## src/rtl/dot_product_loader.sv

```systemverilog
// Assembles a serial stream of (a, b) pairs into LANES-wide vectors, runs the dot-product stage and
// hands its result downstream. Defining DOT_LOADER_TIMEOUT_EN adds a watchdog on the WAIT state.
module dot_product_loader #(
  parameter int unsigned DATA_W         = 32,
  parameter int unsigned LANES          = 8,
  parameter int unsigned RES_W          = 64,
  parameter int unsigned TIMEOUT_CYCLES = 16
) (
  input  logic                        clock,
  input  logic                        reset_n,
  input  logic                        in_valid,
  output logic                        in_ready,
  input  logic [DATA_W-1:0]           in_a,
  input  logic [DATA_W-1:0]           in_b,
  input  logic                        in_last,
  output logic                        dp_start,
  output logic [LANES*DATA_W-1:0]     dp_a,
  output logic [LANES*DATA_W-1:0]     dp_b,
  input  logic                        dp_done,
  input  logic [RES_W-1:0]            dp_result,
  output logic                        out_valid,
  input  logic                        out_ready,
  output logic [RES_W-1:0]            out_result,
  output logic [$clog2(LANES+1)-1:0]  out_count,
  output logic                        out_error
);

  localparam int unsigned CNT_W = $clog2(LANES + 1);
  localparam int unsigned VEC_W = LANES * DATA_W;

  if (TIMEOUT_CYCLES == 0 || LANES == 0) begin : g_param_chk
    $error("dot_product_loader: LANES and TIMEOUT_CYCLES must be nonzero");
  end

  typedef enum logic [1:0] {
    FILL  = 2'd0,
    START = 2'd1,
    WAIT  = 2'd2,
    OUT   = 2'd3
  } state_t;

  state_t             state_q, state_d;
  logic [CNT_W-1:0]   count_q, count_d;
  logic [VEC_W-1:0]   a_q, a_d, b_q, b_d;
  logic               in_ready_d, dp_start_d, out_valid_d;
  logic [RES_W-1:0]   out_result_d;
  logic [CNT_W-1:0]   out_count_d;
  int unsigned        lane_base;

`ifdef DOT_LOADER_TIMEOUT_EN
  localparam int unsigned TMO_W = $clog2(TIMEOUT_CYCLES + 1);
  logic [TMO_W-1:0]   wait_q, wait_d;
  logic               out_error_d;
`endif

  assign dp_a = a_q;
  assign dp_b = b_q;

  // Next-state and next-output logic; every registered value defaults to hold
  always_comb begin
    state_d      = state_q;
    count_d      = count_q;
    a_d          = a_q;
    b_d          = b_q;
    in_ready_d   = in_ready;
    dp_start_d   = 1'b0;
    out_valid_d  = out_valid;
    out_result_d = out_result;
    out_count_d  = out_count;
    lane_base    = 32'(count_q) * DATA_W;
`ifdef DOT_LOADER_TIMEOUT_EN
    wait_d       = wait_q;
    out_error_d  = out_error;
`endif
    unique case (state_q)
      FILL: begin
        if (in_valid && in_ready) begin
          a_d[lane_base +: DATA_W] = in_a;
          b_d[lane_base +: DATA_W] = in_b;
          count_d = count_q + CNT_W'(1);
          if (in_last || count_q == CNT_W'(LANES - 1)) begin
            state_d    = START;
            in_ready_d = 1'b0;
            dp_start_d = 1'b1;
          end
        end
      end
      START: begin
        state_d = WAIT;
`ifdef DOT_LOADER_TIMEOUT_EN
        wait_d  = '0;
`endif
      end
      WAIT: begin
        // A done arriving in the expiry cycle takes priority over the watchdog
        if (dp_done) begin
          out_result_d = dp_result;
          out_count_d  = count_q;
          out_valid_d  = 1'b1;
          state_d      = OUT;
`ifdef DOT_LOADER_TIMEOUT_EN
          out_error_d  = 1'b0;
        end else if (wait_q == TMO_W'(TIMEOUT_CYCLES - 1)) begin
          out_result_d = '0;
          out_count_d  = count_q;
          out_valid_d  = 1'b1;
          out_error_d  = 1'b1;
          state_d      = OUT;
        end else begin
          wait_d = wait_q + TMO_W'(1);
`endif
        end
      end
      OUT: begin
        if (out_ready) begin
          a_d         = '0;
          b_d         = '0;
          count_d     = '0;
          out_valid_d = 1'b0;
          in_ready_d  = 1'b1;
          state_d     = FILL;
`ifdef DOT_LOADER_TIMEOUT_EN
          out_error_d = 1'b0;
`endif
        end
      end
    endcase
  end

  // State and output registers
  always_ff @(posedge clock or negedge reset_n) begin
    if (!reset_n) begin
      state_q    <= FILL;
      count_q    <= '0;
      a_q        <= '0;
      b_q        <= '0;
      in_ready   <= 1'b1;
      dp_start   <= 1'b0;
      out_valid  <= 1'b0;
      out_result <= '0;
      out_count  <= '0;
    end else begin
      state_q    <= state_d;
      count_q    <= count_d;
      a_q        <= a_d;
      b_q        <= b_d;
      in_ready   <= in_ready_d;
      dp_start   <= dp_start_d;
      out_valid  <= out_valid_d;
      out_result <= out_result_d;
      out_count  <= out_count_d;
    end
  end

`ifdef DOT_LOADER_TIMEOUT_EN
  // Watchdog counter and error flag
  always_ff @(posedge clock or negedge reset_n) begin
    if (!reset_n) begin
      wait_q    <= '0;
      out_error <= 1'b0;
    end else begin
      wait_q    <= wait_d;
      out_error <= out_error_d;
    end
  end
`else
  assign out_error = 1'b0;
`endif

endmodule

```

## config.mk

```make
export PLATFORM = sky130hd
export DESIGN_NAME = dot_product_loader
export DESIGN_NICKNAME = d
export VERILOG_FILES = /design/src/rtl/dot_product_loader.sv
export SDC_FILE = /design/constraint.sdc
export NUM_CORES = 1
export LEC_CHECK = 0
export CORE_AREA = 2 2 278 280
export DETAILED_ROUTE_END_ITERATION = 7
export DIE_AREA = 0 0 280 282
export GPL_ROUTABILITY_DRIVEN = 0
export PLACE_DENSITY = 0.66
export SYNTH_ARGS = -nofsm -noshare
export SYNTH_HDL_FRONTEND = slang
export SYNTH_SLANG_ARGS = --single-unit
```

## constraint.sdc

```tcl
create_clock -name clock -period 4.92 [get_ports clock]
set_input_delay 0.984 -clock clock [delete_from_list [all_inputs] [get_ports clock]]
set_output_delay 0.984 -clock clock [all_outputs]
set_load 0.05 [all_outputs]
```

clock_wires.png
Bar = 100 um.
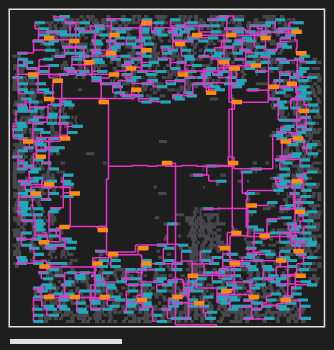
[flip-flops] cyan | count: 589
[clock wires] magenta | length: 8020 um
[clock-net drivers] orange | count: 67
flops lie: widely spread
routed clock nets: 68
clock tree skew after final layout: 0.0322 ns
reported clock group power: 4.86 mW
Skew-Pair Late Insertion Delay: 0.61 ns
clock share of power: 18.1%

sizing.png
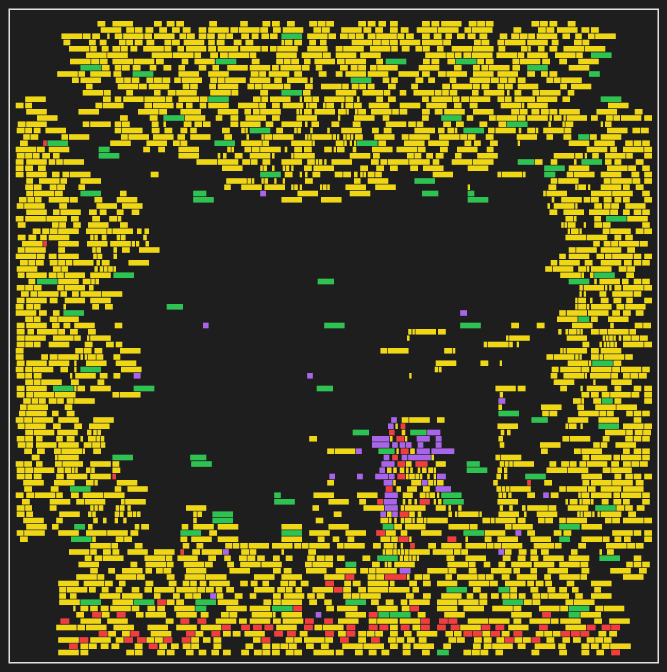
| size | color | cells | share |
|---|---|---|---|
| x1 and smaller | yellow | 2104 | 90% |
| x2 | red | 86 | 3.7% |
| x3 and x4 | purple | 46 | 2.0% |
| x6 and larger | green | 98 | 4.2% |
cell area after layout: 32400 um^2
synthesis-to-layout area growth: 46.2%

placed.png
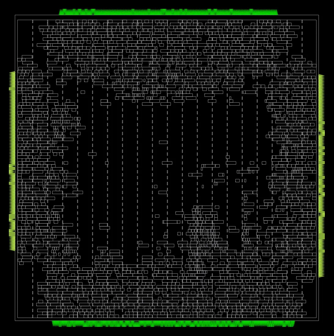
core area: 75700 um^2
filler cell count in the final layout: 6834
post-route insts no fill: 3313
flip-flops: 589

route_heat.png
The die is cut into 28 by 28 equal tiles; dark blue is low, red is high, scaled to the fullest tile. Values are wire area over tile area, all layers added.
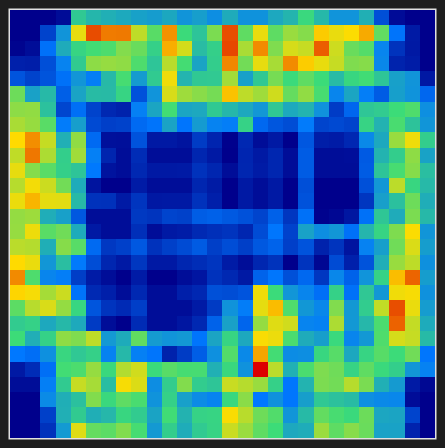
tiles over half the peak: 28%
nearly empty tiles: 5.6%
fullest tile: 0.53
emptiest ninth of the die: center
mean over tiles: 0.18
global-route usage over all layers: 22.1%
total wire length after detailed routing: 89.2 mm
routed wirelength normalized by instance count: 26.9 um
via count: 17.3k

==> results.rst <==
Physical design figures
=======================

.. list-table::
   :header-rows: 1

   * - Metric
     - Value
   * - DIE WIDTH
     - 280 um
   * - Proportion of cell area occupied by registers
     - 45.5%
   * - Pins Over Slew Limit
     - 0
   * - Number of global-route vias before repair
     - 18.0k
   * - Total number of cells along the worst setup path
     - 7
   * - Detailed Routing Iterations Pass 1
     - 6
   * - Number of routed nets with antenna violations
     - 0
   * - CTS sink count
     - 589
   * - Worst min path class
     - primary input to async pin
   * - Setup_tns
     - 0 ns
   * - Clock H-tree levels
     - 3
   * - Signal buf overhead
     - 23.3%
   * - Port Buf Inserts
     - 716
   * - Total power per unit cell area
     - 828 nW/um^2
   * - Unrepaired setup endpoints after global routing
     - false
   * - Non-clock inverter count
     - 48
   * - Top-Level Pins
     - 718
   * - Total tool warning count
     - 34
   * - Clock-cell share of area
     - 6.53%
   * - Number of hold-slack violations in the final timing report
     - 0
   * - Beginning of the worst register-to-register path
     - count_q[0]$_DFFE_PN0P_
   * - Yosys warning tally
     - 0
   * - Busiest metal layer after global routing
     - met2
   * - Hold buffer count at cts
     - 0
   * - Worst reg-to-reg path cell count
     - 7
   * - Number of well taps
     - 978
   * - Worst-case clock buffer depth
     - 3
   * - Maximum fanout count along the critical path
     - 37
   * - Highest metal layer with signal wires
     - met5
   * - Sequential standard cell area
     - 14700 um^2
   * - Required time at the endpoint of the critical path
     - 5.45 ns
   * - Global-route wire length before repair
     - 128 mm
   * - Setup-violating endpoint count in the final report
     - 0
   * - Detailed-routed wire length on met3
     - 6.43 mm
   * - Critical path buffers and inverters
     - 2
   * - Area share of and/or/nand/nor cells after synthesis
     - 3.92%
   * - Post-synthesis xor/xnor area fraction
     - 0.119%
   * - Biggest cell delay along the critical path
     - 0.91 ns
   * - Buffers inserted during post-CTS setup optimization
     - 0
   * - Worst setup path startpoint
     - count_q[0]$_DFFE_PN0P_
   * - Cell area after synthesis
     - 22200 um^2
   * - Time the final worst path needs with I/O delays and setup
     - 3.75 ns
   * - Normalized max-slew margin
     - 20.4%
   * - Switching fraction of total power
     - 47.9%
   * - Critical path class
     - flip-flop to flip-flop
   * - Fin util
     - 42.8%
   * - Top Layout Cells
     - sky130_fd_sc_hd__clkdlybuf4s50_1, sky130_fd_sc_hd__dfrtp_1, sky130_fd_sc_hd__a22o_1
   * - Detailed placer's ending HPWL
     - 60.4 mm
   * - Register share of total power
     - 28.6%
   * - Cell-internal power
     - 14.0 mW
   * - Syn avg cell area
     - 13.4 um^2
   * - Global Route met1 Usage
     - 28.9%
   * - Endpoint arrival time on the critical path
     - 4.28 ns
   * - Floorplan die height
     - 282 um
   * - Seq share, synth
     - 66.5%
   * - Transition time at the pin with the least slew margin
     - 1.19 ns
   * - Multi-input combinational gate total
     - 831
   * - Largest net degree at the start of global routing
     - 114
   * - Comb. pwr
     - 14.3 mW
   * - Routing usage on met3
     - 4.86%
   * - Clk root buf
     - sky130_fd_sc_hd__clkbuf_16
   * - Post-synthesis register bit count
     - 589
   * - Nonclk buf count
     - 751
   * - Worst setup path endpoint
     - dp_a[54]$_DFFE_PN0P_
   * - GR Layer Usage met2
     - 35.5%
   * - Multiplexer share of the synthesized area
     - 5.07%
   * - CTS tree
     - built
   * - Crit-path cells
     - inv_1 > ha_1 > xnor2_1 > and3_1 > o21ai_4 > buf_4 > a22o_1
   * - Clock buffers
     - 101
   * - Grt ovf
     - 0
   * - Floorplan utilization
     - 29.3%
   * - Combinational share of power
     - 53.3%
   * - Wire length on met1
     - 37.2 mm
   * - Category of cells accounting for the largest share of critical-path delay
     - AND-OR/OR-AND gates
   * - Via count normalized by instance count
     - 5.21
   * - Total sequential power
     - 7.67 mW
   * - Total cell area reported by yosys after synthesis
     - 22200 um^2
   * - Area taken by multi-input logic gates
     - 6600 um^2
   * - Initial antenna violation count
     - 4
   * - Compound Share, Synth
     - 19.4%
   * - Max power group
     - combinational cells
   * - Adder-cell share of the synthesized area
     - 0.451%
   * - Post-Synthesis Net Count
     - 1802
   * - Max-cap violations
     - 0
   * - Clk pin slew, worst setup/hold paths
     - 0.06 ns
   * - Highest clock rate
     - 0.267 GHz
   * - Dominant non-sequential cell family after synthesis
     - AND-OR/OR-AND gates
   * - Number of diodes added for antenna fixing
     - 1
   * - Placed Instances
     - 3197
   * - Power dissipated by switching net loads
     - 12.9 mW
   * - Capture instance of the worst register-to-register path
     - dp_a[54]$_DFFE_PN0P_
   * - Drc violations
     - 0
   * - Layout cells sized above 1
     - 9.85%
   * - Die area
     - 79000 um^2
   * - Largest class
     - sequential cells
   * - Crit end category
     - flip-flop
   * - Detailed router's first-iteration violation count
     - 1416
   * - Num CTS Buffers
     - 67
   * - CTS resizes
     - 0
   * - Post-route fraction of the period consumed by the critical path
     - 76.2%
   * - Unique masters post-synth
     - 47
   * - Total leakage power
     - 14.4 nW
   * - Yosys stat cell total
     - 1660
   * - Gate count of the mapped netlist
     - 1660
   * - Max IR drop VDD
     - 0.000424 V
   * - Crit path launch type
     - flip-flop
   * - Row cnt
     - 101
   * - Worst path slowest cell
     - sky130_fd_sc_hd__o21ai_4
   * - Outcome
     - completed
   * - Detailed route wirelength on metal2
     - 42.5 mm
   * - Most numerous logic cell after layout
     - sky130_fd_sc_hd__clkdlybuf4s50_1
   * - Logic share of the area
     - 20.4%
   * - R2r setup slk
     - 1.17 ns
   * - Final net count
     - 2430
==> flip-flops by register name (all words and copies together) (netlist names) <==
name	count
dp_b	256
out_count	4
state_q	2
out_valid	1
in_ready	1
dp_start	1
dp_a	256
count_q	4
out_result	64
==> synth_stat cells, drive strengths merged <==
library cell | number | share of area (%)
a2111oi | 1 | 0.12
a211o | 1 | 0.040
a211oi | 2 | 0.090
a21o | 2 | 0.068
a21oi | 32 | 0.72
a221oi | 1 | 0.040
a22o | 419 | 17
a31o | 1 | 0.040
a31oi | 1 | 0.028
a41oi | 1 | 0.040
and2 | 3 | 0.085
and3 | 5 | 0.14
buf | 58 | 1.4
clkbuf | 134 | 2.3
conb | 1 | 0.017
dfrtp | 588 | 66
dfstp | 1 | 0.12
ha | 8 | 0.45
inv | 48 | 0.81
mux2 | 67 | 3.4
mux2i | 37 | 1.7
nand2 | 109 | 1.8
nand2b | 1 | 0.028
nand3 | 3 | 0.068
nand3b | 1 | 0.034
nand4 | 31 | 0.90
nand4b | 1 | 0.040
nor2 | 14 | 0.24
nor2b | 3 | 0.12
nor3 | 7 | 0.20
nor3b | 1 | 0.085
nor4 | 1 | 0.096
nor4b | 1 | 0.040
o21ai | 71 | 1.6
o21bai | 1 | 0.034
o32a | 1 | 0.045
xnor2 | 2 | 0.079
xor2 | 1 | 0.040
==> through the flow <==
| step | power [mW] | area (um^2) | setup WS [ns] | hold slack [ns] |
|---|---|---|---|---|
| after CTS | 27.0 | 32400 | 1.19 | 0.440 |
| after floorplan | 16.5 | 22200 | 2.21 | 0.500 |
| after global placement | 21.8 | 30300 | 1.20 | 0.464 |
| after detailed placement | 22.0 | 30300 | 1.14 | 0.474 |
| after global routing | 27.9 | 32400 | 0.905 | 0.458 |
| final | 26.8 | 32400 | 1.17 | 0.401 |
Power figures rest on the tool's default switching activity, not on a simulated workload.
